$ cat config.mk
export PLATFORM = sky130hd
export DESIGN_NAME = slot_allocator32
export DESIGN_NICKNAME = d
export VERILOG_FILES = /design/src/rtl/slot_allocator32.sv
export SDC_FILE = /design/constraint.sdc
export NUM_CORES = 1
export LEC_CHECK = 0
export CAP_MARGIN = 40
export CORE_MARGIN = 8
export CORE_UTILIZATION = 53
export CTS_CLUSTER_SIZE = 16
export DETAILED_ROUTE_END_ITERATION = 10
export GPL_TIMING_DRIVEN = 0
export PLACE_DENSITY = 0.87
export SLEW_MARGIN = 15
export SYNTH_ARGS = -nofsm -noshare
export SYNTH_HDL_FRONTEND = slang
export SYNTH_SLANG_ARGS = --single-unit
$ cat constraint.sdc
create_clock -name clk -period 5 [get_ports clk]
set_clock_uncertainty 0.15 [all_clocks]
set_input_delay 0.5 -clock clk [delete_from_list [all_inputs] [get_ports clk]]
set_output_delay 0.5 -clock clk [all_outputs]
set_load 0.01 [all_outputs]
$ cat src/rtl/slot_allocator32.sv
// slot_allocator32: 32-entry slot/tag allocator with a free bitmap and a lowest-index-first offer.
// Contains find_first_set32, the priority encoder it drives with the next free bitmap.
// Optional feature: define ALLOC_HIGH_WATER_EN to add the high_water occupancy output.

// Lowest-set-bit encoder; both IMPLEMENTATION variants give identical results.
module find_first_set32 #(
  parameter string IMPLEMENTATION = "LOW"
) (
  input  logic [31:0] bits,
  output logic        valid,
  output logic [4:0]  index
);
  if (IMPLEMENTATION == "LOW") begin : g_low
    logic found;
    // Ascending scan; the first hit locks the result
    always_comb begin
      index = '0;
      found = 1'b0;
      for (int i = 0; i < 32; i++) begin
        if (!found && bits[i]) begin
          index = 5'(i);
          found = 1'b1;
        end
      end
    end
    assign valid = |bits;
  end else if (IMPLEMENTATION == "HIGH") begin : g_high
    // Descending scan; later (lower) hits overwrite earlier ones
    always_comb begin
      index = '0;
      for (int i = 31; i >= 0; i--) begin
        if (bits[i]) index = 5'(i);
      end
    end
    assign valid = |bits;
  end else begin : g_bad
    $error("find_first_set32: IMPLEMENTATION must be \"LOW\" or \"HIGH\"");
    assign valid = 1'b0;
    assign index = '0;
  end
endmodule

module slot_allocator32 #(
  parameter string       IMPLEMENTATION  = "LOW",
  parameter logic [31:0] RESET_FREE_MASK = 32'hFFFF_FFFF
) (
  input  logic       clk,
  input  logic       rst,
  output logic       alloc_valid,
  output logic [4:0] alloc_id,
  input  logic       alloc_ready,
  input  logic       free_valid,
  input  logic [4:0] free_id,
  output logic       free_err,
`ifdef ALLOC_HIGH_WATER_EN
  output logic [5:0] high_water,
`endif
  output logic [5:0] free_count
);
  localparam int unsigned NUM_SLOTS = 32;
  localparam int unsigned CNT_W     = 6;

  // Reset-time constants derived from the mask
  function automatic logic [4:0] ffs_const(input logic [31:0] m);
    logic [4:0] r;
    r = '0;
    for (int i = NUM_SLOTS - 1; i >= 0; i--) begin
      if (m[i]) r = 5'(i);
    end
    return r;
  endfunction

  function automatic logic [CNT_W-1:0] pop32(input logic [31:0] m);
    logic [CNT_W-1:0] c;
    c = '0;
    for (int i = 0; i < NUM_SLOTS; i++) c = c + CNT_W'(m[i]);
    return c;
  endfunction

  localparam logic             RST_VALID = |RESET_FREE_MASK;
  localparam logic [4:0]       RST_ID    = ffs_const(RESET_FREE_MASK);
  localparam logic [CNT_W-1:0] RST_COUNT = pop32(RESET_FREE_MASK);

  logic [31:0]      free_map;
  logic [31:0]      next_map;
  logic             next_err;
  logic             handshake;
  logic             next_valid;
  logic [4:0]       next_id;
  logic [CNT_W-1:0] next_count;

  assign handshake = alloc_valid & alloc_ready;

  // Next bitmap: free sets its bit, then an accepted alloc clears its bit (alloc wins on same id)
  always_comb begin
    next_map = free_map;
    next_err = 1'b0;
    if (free_valid) begin
      next_err          = free_map[free_id];
      next_map[free_id] = 1'b1;
    end
    if (handshake) begin
      next_map[alloc_id] = 1'b0;
    end
  end

  find_first_set32 #(.IMPLEMENTATION(IMPLEMENTATION)) u_ffs (
    .bits  (next_map),
    .valid (next_valid),
    .index (next_id)
  );

  assign next_count = pop32(next_map);

  // Bitmap and registered offer/status outputs, all derived from the next bitmap
  always_ff @(posedge clk or posedge rst) begin
    if (rst) begin
      free_map    <= RESET_FREE_MASK;
      alloc_valid <= RST_VALID;
      alloc_id    <= RST_ID;
      free_err    <= 1'b0;
      free_count  <= RST_COUNT;
    end else begin
      free_map    <= next_map;
      alloc_valid <= next_valid;
      alloc_id    <= next_valid ? next_id : 5'd0;
      free_err    <= next_err;
      free_count  <= next_count;
    end
  end

`ifdef ALLOC_HIGH_WATER_EN
  logic [CNT_W-1:0] in_use;
  assign in_use = CNT_W'(NUM_SLOTS) - free_count;

  // Peak occupancy since reset, tracking the registered count one cycle behind
  always_ff @(posedge clk or posedge rst) begin
    if (rst) begin
      high_water <= CNT_W'(NUM_SLOTS) - RST_COUNT;
    end else if (in_use > high_water) begin
      high_water <= in_use;
    end
  end
`endif
endmodule

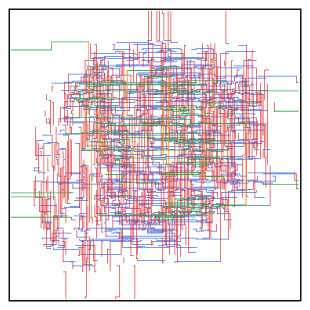
Fig. 1. Signal wires by layer (run 1).
Drawn at 3 px/um.
Key: red = met2 [wire length 5060 um]; blue = met1 [wire length 3790 um]; green = met3 [wire length 1030 um]; orange = met4 [wire length 293 um]

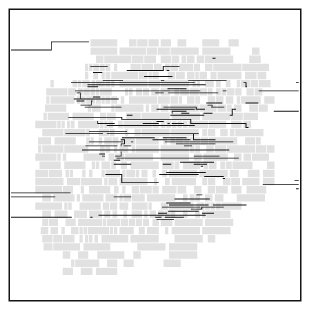
Fig. 2. Met3 routing (run 1).
Drawn at 3 px/um.
The wires run mostly horizontal. 71 nets have wire on it.
met3 usage in global routing: 0.0612
vias post-DR: 3092
total wire length: 10200 um

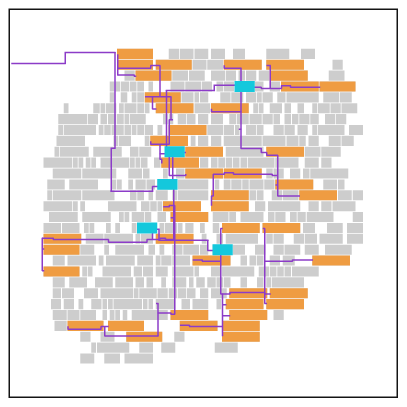
Fig. 3. Clock network drawn from the DEF (run 1).
Drawn at 4 px/um.
Key: cyan = cells driving clock nets [count 5]; orange = flip-flops [count 45]; purple = clock wires [length 568 um]
There are 6 routed clock nets.

==> job_summary.md, run 1 <==
### Flow metrics

| Metric | Value |
|---|---|
| Reg-to-reg slack, setup | `-580 ps` |
| Source of the worst register-to-register timing path | `alloc_id[2]` |
| Violations in the final reports | `negative setup slack` |
| Die height | `between 90 and 100 um` |
| Final setup violation count | `5` |
| Endpoint kind of the worst setup timing path | `flop` |
| Status | `complete, but fails checks` |
| HPWL reported at the end of detailed placement | `7100 um` |
| Critical path origin | `alloc_id[2]` |
| Antenna violation net count after detailed routing | `0` |
| Reg2reg end | `free_count[4]` |
| Full die area | `a little over 0.009 mm2` |
| Post-synthesis cell count from yosys | `between 300 and 400` |
| DP Area | `0.00382 mm2` |
| Synthesized-area fraction occupied by xor and xnor cells | `0.00762` |
| Max Cap Viol | `0` |
| Cell family with the largest share of critical-path delay | `adder cells` |
| Worst EP arrival | `5620 ps` |
| Number of filler instances in the final layout | `between 400 and 500` |
| GRT busiest layer | `met2` |
| Via density per instance | `6.38` |
| Total setup buffers inserted after CTS | `25` |
| Yosys aoi share | `0.177` |
| Biggest registers after layout | `free_map: 32 flops, free_count: 6 flops, alloc_id: 5 flops` |
| CTS tree | `done` |
| Endpoints failing hold | `0` |
| Std cell rows | `29` |
| Area of the core | `about 0.0063 mm2` |
| Setup crit end | `free_count[4]` |
| Synthesized net count | `384` |
| Wire length the detailed router placed on met1 | `3790 um` |
| Worst setup SP type | `flop` |
| Total length of routed met3 wires | `1030 um` |
| Summed instance area of the synthesized netlist | `0.00345 mm2` |
| Share of flip-flops with an asynchronous set or reset after synthesis | `1.00` |
| Minimum setup slack after placement | `-1430 ps` |
| First-iteration detailed-routing DRC count | `273` |
| Met1 Resource Use GR | `0.256` |
| Register clock-pin slew on the reported worst setup and hold paths | `80 ps` |
| Share of final-layout standard cells stronger than drive strength 1 | `0.387` |
| Fin worst setup slack | `-581 ps` |
| Area fraction in full adders, half adders and majority gates | `0.172` |
| Number of warnings reported in the yosys synthesis log | `0` |
| Number of flip-flops in the largest register | `32` |
| Met2 Usage GRT | `0.342` |
| I/O pin total | `22` |
| Worst Hold Class | `in -> async` |
| DRC violation count after routing | `0` |
| Port buffer count | `21` |
| Post-synthesis cell type with the largest combined area | `dfstp_2` |
| Final worst path period share | `1.12` |
| Biggest area cells | `dfstp_2 (26%), fa_1 (14%), dfrtp_1 (8.0%), a21oi_1 (7.7%), inv_1 (5.1%)` |
| Skew-Pair Late Insertion Delay | `300 ps` |
run 1: stage by stage:
stage                     hold slack (ps)   util  cells
after global placement                403  0.602    440
after global routing                  279  0.698    485
final                                 248  0.698    485
after detailed placement              424  0.605    441
after floorplan                       370      -    342
after CTS                             253  0.672    474
run 1: final cells by class:
cell class | instances | share of cell area
multi-input cells | 239 | 0.512
clock buffers | 8 | 0.0204
well taps | 77 | 0.0219
inverters | 48 | 0.0415
flip-flops and latches | 45 | 0.265
repair buffers | 58 | 0.115
plain buffers | 10 | 0.0236
run 1: layout by cell type (no fill, tap or decap), drive strengths merged, types with 10 or more instances in the layout:
master         instances
nor2                  29
dfstp                 34
clkbuf                10
inv                   48
clkdlybuf4s50         14
fa                    24
dfrtp                 11
nand2                 11
buf                   45
a21oi                 53
Fig. 4: run 1, sequential cells coloured by netlist name
Drawn at 3 px/um. Other sequential cells in the stronger grey, the rest of the logic in the fainter grey.
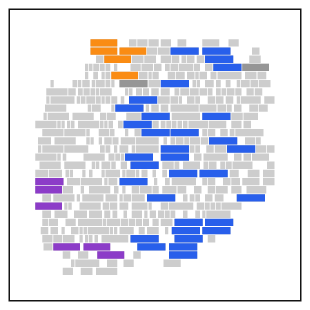

==> run 2, diff against run 1 <==
CORE_MARGIN = 5   (was 8)
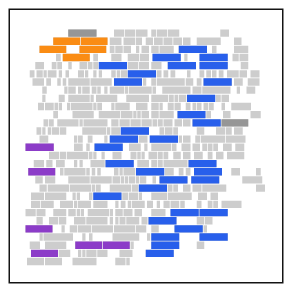
Fig. 5. Sequential cells coloured by netlist name (run 2).
Drawn at 3 px/um. Other sequential cells in the stronger grey, the rest of the logic in the fainter grey.
Key: purple = free_count [placed flops 6, where south-west]; orange = alloc_id [placed flops 5, where north-west]; blue = free_map [placed flops 32]
final core utilization: 0.668
proportion of cell area occupied by registers: 0.276
total area of sequential cells: 0.00117 mm2

==> run 2 against run 1 <==
  * The run still ends with negative setup slack left
  * Via count fell by 2.5%
  * Critical path depth shrank 4
  * Hold slack improved by 140 ps
==> job_summary.md, run 2 <==
### Flow metrics

| Metric | Value |
|---|---|
| Status | `complete, but fails checks (unchanged)` |
| Violations in the final reports | `negative setup slack (unchanged)` |
| Sinks on the clock net | `45 (unchanged)` |
| Port buffer count | `21 (unchanged)` |
| Count of multi-input gates | `239 (unchanged)` |
| Share of final-layout standard cells stronger than drive strength 1 | `0.335 (was 0.387)` |
| Number of flip-flops in the largest register | `32 (unchanged)` |
| CTS tree | `done (unchanged)` |
| Met1 Resource Use GR | `0.335 (was 0.256)` |
| Worst EP arrival | `5780 ps (was 5620 ps)` |
| Post-synthesis cell type with the largest instance count | `a21oi_1 (unchanged)` |
| Max Cap Viol | `0 (unchanged)` |
| Endpoints failing hold | `0 (unchanged)` |
| Final setup violation count | `6 (was 5)` |
| Number of filler instances in the final layout | `465 (was 451)` |
| Via density per instance | `6.40 (was 6.38)` |
| First-iteration detailed-routing DRC count | `343 (was 273)` |
| Core utilization before placement | `0.543 (was 0.546)` |
| Biggest registers after layout | `free_map: 32 flops, free_count: 6 flops, alloc_id: 5 flops (unchanged)` |
| Comb area share | `0.520 (was 0.512)` |
| Clock buffers | `7 (was 8)` |
| Met2 Usage GRT | `0.418 (was 0.342)` |
| Cell family with the largest share of critical-path delay | `adder cells (unchanged)` |
| Area of the core | `0.00635 mm2 (was 0.00631 mm2)` |
| Source of the worst register-to-register timing path | `alloc_id[3] (was alloc_id[2])` |
| Fin worst setup slack | `-730 ps (was -581 ps)` |
| Total wire length | `10000 um (was 10200 um)` |
| GRT busiest layer | `met2 (unchanged)` |
| Area fraction in full adders, half adders and majority gates | `0.172 (unchanged)` |
| Endpoint kind of the worst setup timing path | `flop (unchanged)` |
| Logic depth of the worst path, buffers included | `18 (was 22)` |
| Most frequent cells after synthesis | `a21oi_1 (53), inv_1 (47), dfstp_2 (34), nor2_1 (28), fa_1 (24) (unchanged)` |
| Inverters | `48 (unchanged)` |
| Total number of tap cells | `77 (unchanged)` |
| Worst Hold Class | `in -> async (unchanged)` |
| Die height | `90.6 um (was 96.6 um)` |
| Area-dominant cell class after layout | `multi-input combinational cells (unchanged)` |
| Placer's final routability congestion estimate | `0.935 (was 0.914)` |
| Register clock-pin slew on the reported worst setup and hold paths | `90 ps (was 80 ps)` |
| Critical path origin | `alloc_id[3] (was alloc_id[2])` |
| Delay of the slowest cell on the worst path | `580 ps (was 520 ps)` |
| Setup crit end | `free_count[2] (was free_count[4])` |
| Yosys aoi share | `0.177 (unchanged)` |
| Std cell rows | `29 (unchanged)` |
| Reg-to-reg slack, setup | `-730 ps (was -580 ps)` |
| Reg2reg end | `free_count[2] (was free_count[4])` |
| Antenna violation net count after detailed routing | `0 (unchanged)` |
| Biggest area cells | `dfstp_2 (26%), fa_1 (14%), dfrtp_1 (8.0%), a21oi_1 (7.7%), inv_1 (5.1%) (unchanged)` |
| Most instantiated logic cell after routing | `inv_1 (was a21oi_1)` |
| Number of warnings reported in the yosys synthesis log | `0 (unchanged)` |
| Vias post-DR | `3016 (was 3092)` |
| HPWL reported at the end of detailed placement | `7170 um (was 7100 um)` |
| Synthesized-area fraction occupied by xor and xnor cells | `0.00762 (unchanged)` |
| Synthesized net count | `384 (unchanged)` |
| I/O pin total | `22 (unchanged)` |
| Post-synthesis cell count from yosys | `342 (unchanged)` |
| Fraction of cell area in non-clock buffers | `0.115 (was 0.139)` |
| Wire length the detailed router placed on met1 | `3920 um (was 3790 um)` |
| Full die area | `0.00822 mm2 (was 0.00934 mm2)` |
| Summed instance area of the synthesized netlist | `0.00345 mm2 (unchanged)` |
| Final worst path period share | `1.15 (was 1.12)` |
| Top cells excl fill/tap | `inv_1 (43), a21oi_1 (42), dfstp_2 (34) (was a21oi_1 (42), inv_1 (38), buf_4 (35))` |
| Seq_cells | `45 (unchanged)` |
| Sum of buffers and inverters on the critical path | `6 (was 7)` |
| Skew-Pair Late Insertion Delay | `310 ps (was 300 ps)` |
| Met3 usage in global routing | `0.0383 (was 0.0612)` |
| Non-Clock Buffer Count | `54 (was 68)` |
| Die extent in x | `90.6 um (was 96.6 um)` |
| Layout clock area frac | `0.0239 (was 0.0204)` |
| Worst setup SP type | `flop (unchanged)` |
| Share of flip-flops with an asynchronous set or reset after synthesis | `1.00 (unchanged)` |
| DRC violation count after routing | `0 (unchanged)` |
run 2: cell counts after synthesis:
No cell type changed its count.
run 2: metrics by stage:
stage                     instances  setup TNS (ps)  hold WS [ps]  worst slack, ps  area [um2]
after CTS                       469           -2870           398             -673        4210
after global routing            471           -4370           428             -909        4240
final                           471           -3400           386             -730        4240
after detailed placement        441           -7060           401            -1440        3830
after floorplan                 342           -1540           370             -472        3500
after global placement          440           -6390           403            -1330        3800
